**src/rtl/mp_add_seq.sv**
```systemverilog
// mp_add_seq: multi-precision adder that time-shares one 16-bit lookahead adder across WORDS limbs, LSB first.
// Define MPADD_SUB_EN to add the op_sub port and A-B support (B limbs inverted, initial carry 1).
module lac_unit (
   input  logic [15:0] x,
   input  logic [15:0] y,
   input  logic        ci,
   output logic [15:0] s,
   output logic        co
);
   logic [15:0] g, p, c;
   logic [3:0]  gg, gp;
   logic [4:0]  gc;
   assign g = x & y;
   assign p = x ^ y;
   for (genvar j = 0; j < 4; j++) begin : grp
      localparam int lo = 4 * j;
      assign gg[j] = g[lo+3] | (p[lo+3] & g[lo+2]) | (p[lo+3] & p[lo+2] & g[lo+1])
                   | (p[lo+3] & p[lo+2] & p[lo+1] & g[lo]);
      assign gp[j] = &p[lo +: 4];
      assign c[lo]   = gc[j];
      assign c[lo+1] = g[lo] | (p[lo] & gc[j]);
      assign c[lo+2] = g[lo+1] | (p[lo+1] & g[lo]) | (p[lo+1] & p[lo] & gc[j]);
      assign c[lo+3] = g[lo+2] | (p[lo+2] & g[lo+1]) | (p[lo+2] & p[lo+1] & g[lo])
                     | (p[lo+2] & p[lo+1] & p[lo] & gc[j]);
   end
   // second lookahead level across the four 4-bit groups
   assign gc[0] = ci;
   assign gc[1] = gg[0] | (gp[0] & ci);
   assign gc[2] = gg[1] | (gp[1] & gg[0]) | (gp[1] & gp[0] & ci);
   assign gc[3] = gg[2] | (gp[2] & gg[1]) | (gp[2] & gp[1] & gg[0]) | (gp[2] & gp[1] & gp[0] & ci);
   assign gc[4] = gg[3] | (gp[3] & gg[2]) | (gp[3] & gp[2] & gg[1]) | (gp[3] & gp[2] & gp[1] & gg[0])
                | (gp[3] & gp[2] & gp[1] & gp[0] & ci);
   assign s  = p ^ c;
   assign co = gc[4];
endmodule

module mp_add_seq #(
   parameter int WORDS = 4
) (
   input  logic                  clk,
   input  logic                  rst_n,
   input  logic                  start,
`ifdef MPADD_SUB_EN
   input  logic                  op_sub,
`endif
   input  logic [16*WORDS-1:0]   a,
   input  logic [16*WORDS-1:0]   b,
   output logic                  busy,
   output logic                  done,
   output logic [16*WORDS-1:0]   sum,
   output logic                  cout,
   output logic                  ovf,
   output logic                  zero
);
   localparam int CW = $clog2(WORDS);
   typedef enum logic [1:0] {IDLE, RUN, DONE} state_t;
   state_t              state;
   logic [16*WORDS-1:0] a_r, b_r;
   logic [CW-1:0]       cnt;
   logic                carry;
   logic [15:0]         a_l, b_l, b_e, s;
   logic                co, init_c, last;
`ifdef MPADD_SUB_EN
   logic                op_r;
   assign b_e    = op_r ? ~b_l : b_l;
   assign init_c = op_sub;
`else
   assign b_e    = b_l;
   assign init_c = 1'b0;
`endif
   assign a_l  = a_r[{cnt, 4'd0} +: 16];
   assign b_l  = b_r[{cnt, 4'd0} +: 16];
   assign last = cnt == CW'(WORDS - 1);
   assign zero = sum == '0;
   lac_unit u_lac (
      .x  (a_l),
      .y  (b_e),
      .ci (carry),
      .s  (s),
      .co (co)
   );
   always_ff @(posedge clk or negedge rst_n) begin
      if (!rst_n) begin
         state <= IDLE;
         a_r   <= '0;
         b_r   <= '0;
`ifdef MPADD_SUB_EN
         op_r  <= 1'b0;
`endif
         cnt   <= '0;
         carry <= 1'b0;
         sum   <= '0;
         cout  <= 1'b0;
         ovf   <= 1'b0;
         busy  <= 1'b0;
         done  <= 1'b0;
      end else begin
         case (state)
            IDLE: if (start) begin
               a_r   <= a;
               b_r   <= b;
`ifdef MPADD_SUB_EN
               op_r  <= op_sub;
`endif
               cnt   <= '0;
               carry <= init_c;
               busy  <= 1'b1;
               state <= RUN;
            end
            RUN: begin
               sum[{cnt, 4'd0} +: 16] <= s;
               carry <= co;
               if (last) begin
                  cout  <= co;
                  ovf   <= (a_l[15] == b_e[15]) && (s[15] != a_l[15]);
                  busy  <= 1'b0;
                  done  <= 1'b1;
                  state <= DONE;
               end else begin
                  cnt <= cnt + 1'b1;
               end
            end
            DONE: begin
               done  <= 1'b0;
               state <= IDLE;
            end
            default: state <= IDLE;
         endcase
      end
   end
endmodule
```
**config.mk**
```make
export PLATFORM = sky130hd
export DESIGN_NAME = mp_add_seq
export DESIGN_NICKNAME = d
export VERILOG_FILES = /design/src/rtl/mp_add_seq.sv
export SDC_FILE = /design/constraint.sdc
export NUM_CORES = 1
export LEC_CHECK = 0
export CAP_MARGIN = 10
export CORE_MARGIN = 5
export CORE_UTILIZATION = 46
export DETAILED_ROUTE_END_ITERATION = 16
export GPL_TIMING_DRIVEN = 0
export PLACE_DENSITY = 0.81
export SLEW_MARGIN = 30
export SYNTH_ARGS = -nofsm -noshare
export SYNTH_HDL_FRONTEND = slang
export SYNTH_SLANG_ARGS = --single-unit
```
**constraint.sdc**
```tcl
create_clock -name clk -period 3.8 [get_ports clk]
set_input_delay 0.76 -clock clk [delete_from_list [all_inputs] [get_ports clk]]
set_output_delay 0.76 -clock clk [all_outputs]
set_load 0.1 [all_outputs]
```
**Run 1: congestion heat map**

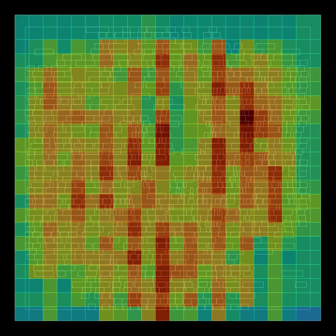
GRT met3 Usage: 0.0530
routing layer with the top usage in global route: met2
utilization after layout: 0.629

**Run 1: a small window of the routed layout**

Region (100, 25) to (125, 50) um. Cells in grey, sequential cells in the stronger grey; small squares are vias.
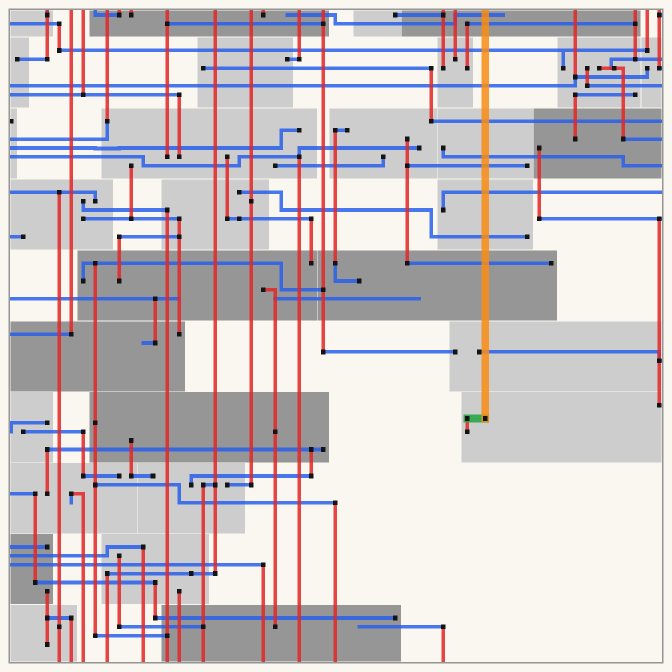
orange -> metal 4
green -> metal 3
red -> metal 2
blue -> metal 1
sequential cells in the window = 6
netlist names of flops here include = b_r (5), sum (1)
cells with their middle in the window = 22
most frequent = mux2_2 (6), dfrtp_1 (6), clkdlybuf4s50_1 (3)

==> out/qor.json, run 1 <==
{
  "cells_and_area": {
    "areaGrowthSynthToFinish_pct": 35.2,
    "layout.non_clock_buffers": 231,
    "diodes": 0,
    "area_dominant_class": "registers",
    "buf_share": 0.181,
    "final_cell_mix": "dfrtp_1, clkdlybuf4s50_1, mux2_2",
    "clk_share": 0.0576,
    "layout.cells.most_common": "dfrtp_1",
    "drive_gt1_frac": 0.266,
    "final_cell_area_excluding_filler_cells_mm2": 0.0122,
    "nFlopsAndLatches": 201,
    "layout.area.seq_mm2": 0.00503,
    "total_area_of_multi_input_combinational_cells_mm2": 0.00389,
    "inverters": 7,
    "combAreaFraction": 0.319,
    "n_fill_cell": 1540,
    "layout.clock_buffers": 27,
    "n_multi_input_combinational_cell": 394,
    "sh_seq_area": 0.412,
    "nNetsFinal": 1013,
    "final_cells": 1134
  },
  "global_routing": {
    "grt_pass1_vias": 6869,
    "grt_pass1_wl_mm": 38.5,
    "antenna_violations_before_repair": 0,
    "pin_count_of_the_biggest_net_entering_global_routing": 80,
    "global_route.usage.total": 0.223,
    "grt-ovfl-total": 0
  },
  "clock_tree": {
    "clock_sink_count": 201,
    "numCtsBuffers": 21,
    "worstSkewPairLatency_ns": 0.49,
    "path_clk_slew_ns": 0.06,
    "ctsHoldBuffers": 0,
    "ctsResizeCount": 15,
    "tritoncts_clock_tree": "done",
    "cts_setup_buffers": 1,
    "clock_root_cell": "clkbuf_16",
    "clock_path_buffers": 3,
    "htree_num_levels": 1
  },
  "place": {
    "dpl_worst_slack_ns": -0.942,
    "place.detailed.instances": 1097,
    "port_buffers": 199,
    "gp_congestion": 0.873,
    "postPlaceCellArea_mm2": 0.0114,
    "hpwl_after_dpl_mm": 18.7
  },
  "setup_path": {
    "critPathLaunch": "cnt[1]",
    "crit-reg2reg-launch": "cnt[1]",
    "arrival_ns": 4.01,
    "worst_ep_required_time_ns": 4.16,
    "setup.worst_path.class": "flop to flop",
    "worst_setup_path_start_kind": "flop",
    "reg_to_reg_endpoint": "sum[41]",
    "ff2ff_path_depth": 10,
    "crit_fanout": 10,
    "r2r_setup_slack_ns": 0.15,
    "setup.worst_path.end": "sum[41]",
    "timing.critical_path.to_type": "flop"
  },
  "synthesis": {
    "post_synth_instance_area_mm2": 0.00902,
    "synth.ff_latch_count": 201,
    "synthTopLogicFamily": "multiplexers",
    "synthTopCellsByArea": "dfrtp_1, mux2_2, mux4_2",
    "syn_inst": 631,
    "synth_xor_xnor_area_share": 0.0125,
    "synth.cellmix.simpleShare": 0.0541,
    "ys_sh_adder": 0.0394,
    "yosysWarnings": 0,
    "seq_area_frac_synth": 0.558,
    "fp_nets": 788,
    "post_synth_edffs": 0,
    "number_of_cell_instances_after_yosys_synthesis": 631,
    "ys_chip_area_mm2": 0.00902,
    "synth.mux.area_fraction": 0.242,
    "post_synthesis_average_cell_area_um2": 14.3,
    "synth_cell_types": 43,
    "post-synth-top-area-cell": "dfrtp_1",
    "synthFlopType": "dfrtp_1",
    "compound_area_frac": 0.0778,
    "synthDominantCellAreaShare": 0.558,
    "asyncSetResetFlopFracSynth": 1.00
  },
  "timing": {
    "finalSetupViolations": 0,
    "layout_worst_path_cycle_share": 0.961,
    "hold_violations": 0,
    "setup_ws_ns": 0.148,
    "maxClockFrequency_ghz": 0.274,
    "rsz0062_at_grt": "no",
    "final.min_clock_period_ns": 3.65,
    "slew_headroom": 0.313,
    "finalSetupTns_ns": 0,
    "worst_slew_pin_slew_ns": 1.03,
    "fin_skew_ns": 0.0127,
    "hold_ws_ns": 0.193,
    "maxSlewViolCount": 0
  },
  "route": {
    "drt_wl_total_mm": 24.8,
    "drc_violation_count_after_routing": 0,
    "route.antenna.remaining_nets": 0,
    "dr.pass1.iters": 4,
    "detail_route.wl_per_cell_um": 21.9,
    "via_density_per_instance": 5.58,
    "via_count": 6329,
    "drtIter0Drc": 321
  },
  "floorplan": {
    "die-area_mm2": 0.0225,
    "coreArea_mm2": 0.0194,
    "io_pins": 200,
    "well_tap_count": 265,
    "num_rows": 51,
    "chipHeight_um": 150,
    "floorplan.core_util": 0.465,
    "die_x_um": 150
  },
  "status": {
    "run_status": "complete, no violations"
  },
  "hold_path": {
    "worst_hold_path_class": "primary input to async pin"
  },
  "job": {
    "maxCapViolations": 0,
    "number_of_openroad_warnings": 31
  }
}
**Run 1: PDN straps and rails**

Scale bar: 50 um. Pins as bars on the die edge. Tap cells in grey.
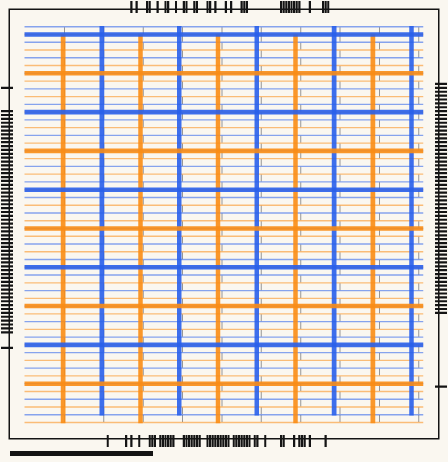
orange -> VSS
blue -> VDD
tap cells = 265
met1 rails = 52

**Run 1: the metal 4 layer**

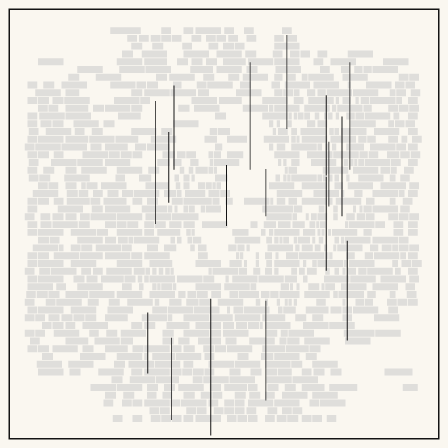
main direction = vertical
wire length on this layer = 526 um
nets with wire on the layer = 12
share of all routed wire = 2.1%
longest straight run = 47.6 um

run 1: worst max-delay path: stages, from the launching register on:
cell and delay [ns]:
dfrtp_1 0.62, clkbuf_2 0.41, mux4_2 0.36, ha_1 0.35, o21ai_0 0.24, o21a_2 0.22, nor3_1 0.09, or2_2 0.31
fa_1 0.50, xnor2_4 0.26, o21ai_0 0.14
run 1: synthesized netlist by cell type (2+ instances only):
| cell | number |
|---|---|
| dfrtp_1 | 201 |
| mux2_2 | 128 |
| a22o_1 | 40 |
| nand2_1 | 38 |
| o21ai_0 | 35 |
| mux4_2 | 32 |
| ha_1 | 22 |
| clkbuf_1 | 17 |
| nor4_1 | 17 |
| buf_2 | 12 |
| nor2_1 | 12 |
| inv_1 | 7 |
| xnor2_1 | 7 |
| a21oi_1 | 6 |
| nand4_1 | 5 |
| a21o_1 | 4 |
| fa_1 | 4 |
| nand2b_1 | 4 |
| nand3_1 | 4 |
| xor2_1 | 4 |
| o211ai_1 | 3 |
| or3_1 | 3 |
| a211oi_1 | 2 |
| and3_1 | 2 |
| mux2i_1 | 2 |
| nor2b_1 | 2 |
| or2_2 | 2 |
run 1: flip-flops by register name, indices dropped and copies added, names as in the netlist:
name	cells
ovf	1
state	2
sum	64
done	1
a_r	64
b_r	64
cout	1
carry	1
busy	1
cnt	2
run 1: routing by layer:
layer	global-route usage	vias up	routed length [um]
met3	0.0530	37	1980
met2	0.377	213	12200
met4	0.0558	0	525
met1	0.291	3254	10100
met5	0	-	0
li1	-	2825	-
==> run 2: changes to the inputs <==
--- a/config.mk
+++ b/config.mk
@@ -7,10 +7,10 @@
 export LEC_CHECK = 0
 export CAP_MARGIN = 10
 export CORE_MARGIN = 5
-export CORE_UTILIZATION = 46
+export CORE_UTILIZATION = 40
 export DETAILED_ROUTE_END_ITERATION = 16
 export GPL_TIMING_DRIVEN = 0
-export PLACE_DENSITY = 0.81
+export PLACE_DENSITY = 0.72
 export SLEW_MARGIN = 30
 export SYNTH_ARGS = -nofsm -noshare
 export SYNTH_HDL_FRONTEND = slang
==> out/qor.json, run 2 <==
{
  "synthesis": {
    "post_synthesis_average_cell_area_um2": 14.3,
    "synth.ff_latch_count": 201,
    "post_synth_edffs": 0,
    "synthDominantCellAreaShare": 0.558,
    "number_of_cell_instances_after_yosys_synthesis": 631,
    "seq_area_frac_synth": 0.558,
    "synthFlopType": "dfrtp_1",
    "post-synth-top-area-cell": "dfrtp_1",
    "synth_cell_types": 43
  },
  "cells_and_area": {
    "layout.cells.most_common": "dfrtp_1",
    "final_cell_area_excluding_filler_cells_mm2": 0.0122,
    "diodes": 0,
    "final_cell_mix": "dfrtp_1, clkdlybuf4s50_1, mux2_2",
    "drive_gt1_frac": 0.265,
    "nNetsFinal": 1015,
    "areaGrowthSynthToFinish_pct": 35.0
  },
  "global_routing": {
    "grt_pass1_wl_mm": 38.7,
    "pin_count_of_the_biggest_net_entering_global_routing": 75,
    "global_route.usage.total": 0.193,
    "grt_pass1_vias": 6557
  },
  "place": {
    "gp_congestion": 0.808,
    "dpl_worst_slack_ns": -0.954,
    "hpwl_after_dpl_mm": 18.9,
    "place.detailed.instances": 1117,
    "postPlaceCellArea_mm2": 0.0114
  },
  "setup_path": {
    "critical_path.n_buffers_inverters": 2,
    "arrival_ns": 3.96,
    "crit_slowest_cell": "mux4_2",
    "worst_ep_required_time_ns": 4.16,
    "critPathLaunch": "cnt[0]",
    "setup.worst_path.class": "flop to flop",
    "reg_to_reg_endpoint": "sum[13]",
    "crit-reg2reg-launch": "cnt[0]"
  },
  "clock_tree": {
    "tritoncts_clock_tree": "done",
    "htree_num_levels": 1,
    "path_clk_slew_ns": 0.06,
    "clock_root_cell": "clkbuf_16",
    "clock_sink_count": 201,
    "worstSkewPairLatency_ns": 0.50
  },
  "route": {
    "dr.pass1.iters": 4,
    "drt_wl_total_mm": 25.0,
    "via_density_per_instance": 5.38,
    "detail_route.wl_per_cell_um": 21.7,
    "via_count": 6215,
    "route.antenna.remaining_nets": 0,
    "drtIter0Drc": 276,
    "drc_violation_count_after_routing": 0
  },
  "status": {
    "run_status": "complete, no violations"
  },
  "floorplan": {
    "num_rows": 55,
    "floorplan.core_util": 0.402,
    "die_x_um": 160,
    "io_pins": 200
  },
  "timing": {
    "fin_skew_ns": 0.0108,
    "hold_ws_ns": 0.204,
    "maxClockFrequency_ghz": 0.278,
    "worst_slew_pin_slew_ns": 1.03,
    "layout_worst_path_cycle_share": 0.948,
    "final.min_clock_period_ns": 3.60,
    "hold_violations": 0,
    "finalSetupTns_ns": 0
  },
  "job": {
    "number_of_openroad_warnings": 31,
    "maxCapViolations": 0
  },
  "hold_path": {
    "worst_hold_path_class": "primary input to async pin"
  }
}
run 2: kinds of logic after synthesis:
group / count (synthesis) / synth area share
multiplexers: 162 / 0.242
AND/OR/NAND/NOR: 96 / 0.0541
buffers and inverters: 36 / 0.0166
AND-OR/OR-AND: 98 / 0.0778
XOR/XNOR: 12 / 0.0125
flip-flops: 201 / 0.558
adder cells (fa/ha/maj): 26 / 0.0394
run 2: how the worst min path moves through the flow:
| stage | startpoint | endpoint | slack, ns | cells after the start |
|---|---|---|---|---|
| after floorplan | rst_n | a_r[0] | 0.46 | 0 |
| after global placement | ovf | ovf | 0.47 | 2 |
| after detailed placement | ovf | ovf | 0.49 | 2 |
| after CTS | rst_n | sum[36] | 0.22 | 1 |
| after global routing | rst_n | sum[2] | 0.24 | 1 |
| final | rst_n | sum[2] | 0.20 | 1 |
run 2: routing by layer:
layer | vias up | track usage | routed length (um)
li1 | 2833 | - | -
met1 | 3151 | 0.254 | 10500
met2 | 190 | 0.320 | 12000
met3 | 37 | 0.0555 | 2060
met4 | 4 | 0.0395 | 460
met5 | - | 0 | 14
run 2: layout make-up:
cell class	instances	area, um2
fill	1937	10300
sequential	201	5030
tap	285	357
buffer	28	150
multi-input combinational	394	3880
clock buffer	33	653
inverter	7	26.3
clock inverter	5	25.0
timing repair buffer	203	2060
run 2: what timing repair did:
item	in CTS	in global routing
hold buffers	0	0
endpoints found under the setup margin	51	29
gates resized	14	8
setup buffers	1	1
pin swaps	1	2
**Run 2: PDN straps and rails**

Scale bar: 50 um. Pins as bars on the die edge. Tap cells in grey.
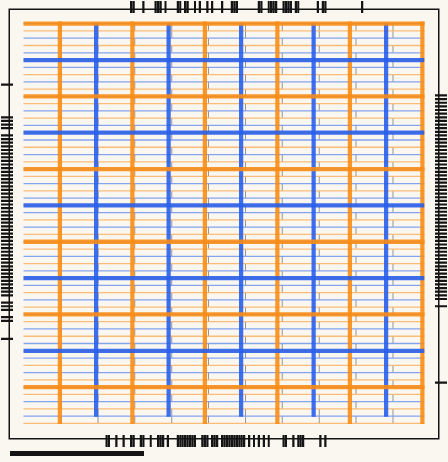
blue -> VDD
orange -> VSS
rows = 55
met1 rails = 56
tap cells = 285
met5 straps = 11
met4 straps = 11

**Run 2: congestion heat map**

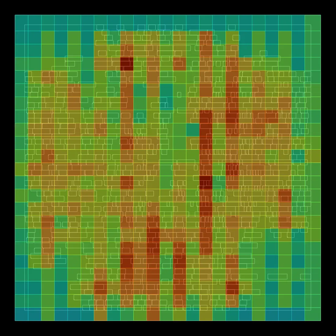
utilization after layout: 0.543
routing usage on met2: 0.320
GR Util met1: 0.254

**Run 2: the metal 4 layer**

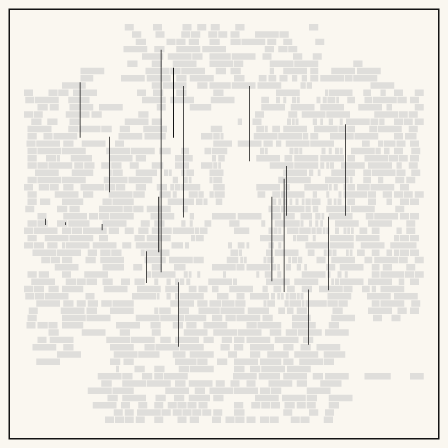
main direction = vertical
share of all routed wire = 1.8%
nets with wire on the layer = 8
longest straight run = 83.0 um

